Clock network drawn from the DEF:
Drawn at 6 px/um.
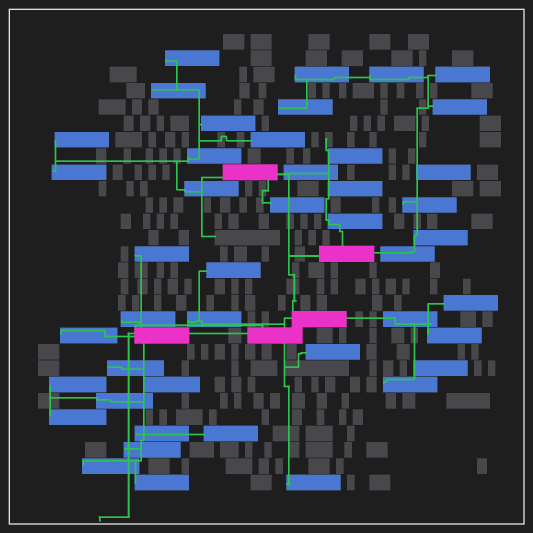
Congestion heat map:
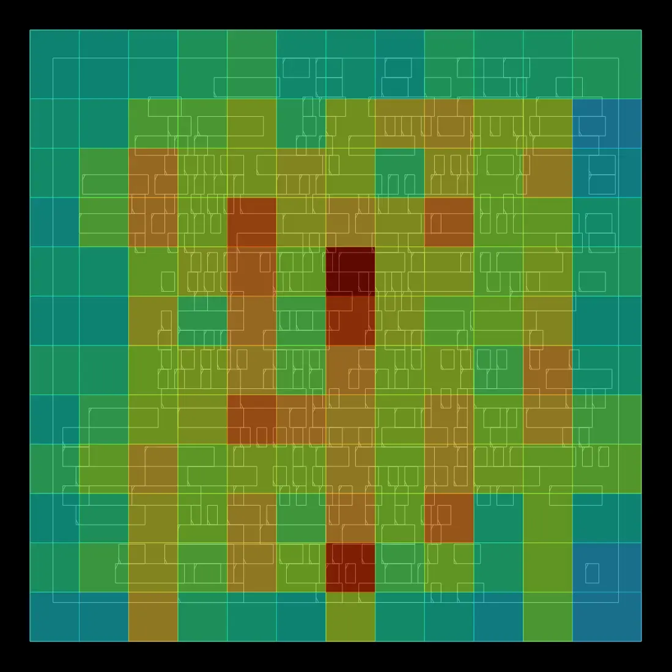
Selected gate families:
Drawn at 4 px/um.
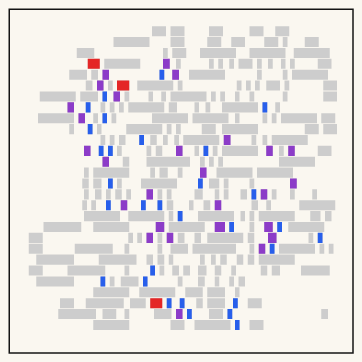
Nets reached from selected ports:
Drawn at 6 px/um.
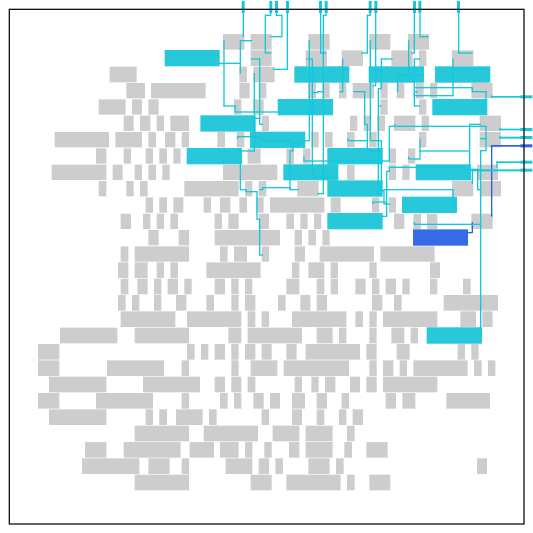
==> config.mk <==
export PLATFORM = sky130hd
export DESIGN_NAME = keypad_scanner
export DESIGN_NICKNAME = d
export VERILOG_FILES = /design/src/rtl/keypad_pkg.sv /design/src/rtl/keypad_scanner_clkdiv.sv /design/src/rtl/keypad_scanner.sv
export SDC_FILE = /design/constraint.sdc
export NUM_CORES = 1
export LEC_CHECK = 0
export ABC_AREA = 1
export CAP_MARGIN = 25
export CELL_PAD_IN_SITES_DETAIL_PLACEMENT = 1
export CELL_PAD_IN_SITES_GLOBAL_PLACEMENT = 2
export CORE_MARGIN = 3
export CORE_UTILIZATION = 34
export CTS_BUF_LIST = sky130_fd_sc_hd__clkbuf_16
export DETAILED_ROUTE_END_ITERATION = 12
export PLACE_DENSITY = 0.93
export SYNTH_ARGS = -nofsm -noshare
export SYNTH_HDL_FRONTEND = slang
export SYNTH_SLANG_ARGS = --single-unit
==> constraint.sdc <==
create_clock -name clk -period 5.5 [get_ports clk]
set_input_delay 0.55 -clock clk [delete_from_list [all_inputs] [get_ports clk]]
set_output_delay 0.55 -clock clk [all_outputs]
set_load 0.1 [all_outputs]
==> commit_impl_results.txt <==
Record implementation results from latest flow run

* Status: finished clean
* Peak fanout along the critical path: 21
- Ys Warns: 0
* Post-route DRC: 0
* Worst-Skew Late Latency: 0.28 ns
* Layout area overhead: 25.19%
* Seq cells post-synth: 44
- Leaving out the clock tree, the finished layout contains a buffer count of 31.
- Dominant Register Cell: sky130_fd_sc_hd__dfrtp_1
- The synthesized design contains 0 enable-type register cells.
- Max-cap viol count: 0
- The cell-mix breakdown from Yosys lists the adder-cell area share as 5.236%.
* Core Area: 6026 um2
- Cell type with the largest total area after synthesis: sky130_fd_sc_hd__dfrtp_1
- The first TritonRoute pass finished after 4 iterations.
* Clock buffers created by TritonCTS: 5
- Number of global-route vias before repair: 1854
* Inverter tally of the final layout excluding the clock network: 30
* Critical path's largest stage delay: 0.69 ns
- Clock tree buffer count of the final layout: 5
* Parity-gate share of the synthesized area counting xor and xnor cells: 1.222%
- Total inserted antenna cells: 0
- Yosys cell types: 25
- The leakage component of the power was reported as 1.310 nW.
- Total area of multi-input combinational cells: 870.8 um2
* Largest contributor to cell area by class: flip-flops and latches
- The kind of cell with the highest combined delay along the critical path is simple AND/OR/NAND/NOR gates.
- CTS clock-pin slew for the worst setup and hold paths: 0.06 ns
- The die covers 7316 um2.
- Floorplan Utilization: 35.69%
- The worst setup path is of the reg -> reg kind.
* Fraction of registers with async set or reset after synthesis: 100.0%
- Counting endpoints that fail hold in the final report gives 0.
- Simple-gate area share of the yosys netlist: 27.46%
* Final Util: 44.68%
- RSZ-0062 raised after global routing: no
- The number of hold buffers added after CTS was 0.
* CTS sink count: 44
- In this run the critical path is formed by inv_1, ha_1, nand3_1, nand3_1, nand3_1, nand2_1, nand2_1, nand2_1, nor2_1, nand4_1, inv_2, o21ai_0.
- In the layout the tool counted multi-input logic cells amounting to 177.
* Die Width: 85.54 um
* Maximum number of pins on one net before global-route repair: 45
- Power density over the cells: 333.9 nW/um2
* Post-synth area hogs: sky130_fd_sc_hd__dfrtp_1 42%, sky130_fd_sc_hd__nand2_1 15%, sky130_fd_sc_hd__dfstp_2 9.8%
- Looking at the max-slew report, the worst-margin pin has a slew of 0.9900 ns.
- Post-synthesis cell area: 2151 um2
- By count the netlist is led by 87 x sky130_fd_sc_hd__nand2_1, 36 x sky130_fd_sc_hd__dfrtp_1, 29 x sky130_fd_sc_hd__inv_1.
- Final cell area excluding filler cells: 2693 um2
- Compound Share, Synth: 6.574%
- R2R depth: 12
- Per the gpl log, the routability congestion estimate is 0.8094.
* Cells in synth_stat.txt: 259
* Detail Route Antenna Nets: 0
- Data required time of the critical path: 5.66 ns
- The detailed placer reported the number of placed instances as 356.
* Number of rows in the core area: 28
* Endpoint arrival time on the critical path: 3.23 ns
* Critical-path top delay cell: sky130_fd_sc_hd__nand4_1
* Fraction of area in non-clock buffers: 11.71%
- Mux cell area share after synthesis: 0%
- Maximum operating frequency: 325.1 MHz
- By instance count after routing, the leading logic cell types are 87 x sky130_fd_sc_hd__nand2_1, 36 x sky130_fd_sc_hd__dfrtp_1, 30 x sky130_fd_sc_hd__inv_1, 29 x sky130_fd_sc_hd__clkdlybuf4s50_1, 27 x sky130_fd_sc_hd__nand3_1.
- The routed layout has 1773 vias.
- Ratio of routed vias to standard cells: 4.858
* Seq/total area: 41.26%
* Antenna violations before repair: 0
- Cell area after placement: 2484 um2
* Flop area: 1111 um2
- Fin crit share: 55.92%
Notes on 'clock network drawn from the DEF' above:
blue -> flip-flops  # count 44
magenta -> cells driving clock nets  # count 5
green -> clock wires  # length 578 um
flops lie = all over the die
largest clock skew in the final design: 0.002657 ns
clock distribution power: 0.000381 W

Notes on 'congestion heat map' above:
GRT busiest layer: met2
combined global-route utilization of all metal layers: 15.03%

Notes on 'selected gate families' above:
blue -> inverters  # cells 30
purple -> inverting AOI/OAI gates  # cells 27
red -> XOR/XNOR gates  # cells 3
leading cell type in the layout, fill and taps excluded: sky130_fd_sc_hd__nand2_1
Finished Layout Cells: 365
multi-input gate share of total cell area: 32.34%

Notes on 'nets reached from selected ports' above:
cyan -> value  # bits 16, direction output, end cells 16, wire 595 um
blue -> key_valid  # bits 1, direction output, end cells 1, wire 19.2 um
I/O pins: 31
Buffers on Ports: 30

[through the flow]
stage | setup WS (ns) | total power [W]
CTS | 2.419 | 0.0009063
global placement | 2.563 | 0.0005136
detailed placement | 2.428 | 0.0005221
floorplan | 3.002 | 0.0004781
global route | 1.998 | 0.0009468
finish | 2.424 | 0.0008991
[report_power, final]
group	internal [W]	switching, W
Sequential	0.000353	0.0000248
Combinational	0.0000500	0.0000903
Clock	0.000259	0.000122
Total	0.000662	0.000238
[metal layers]
layer  wire, um  track usage [%]  share of wire [%]
met1       2426            20.24                 48
met2       2410            25.35                 48
met3        131            2.305                2.6
met4         68            3.885                1.3
met5          0                0                  0
[cell families after synthesis]
group | count (synthesis)
adders and majority gates | 9
DFF | 44
xor gates and xnor gates | 3
and+or+nand+nor | 138
AOI/OAI and AO/OA | 27
buffers and inverters | 38
Power and IR drop assume default switching activity.
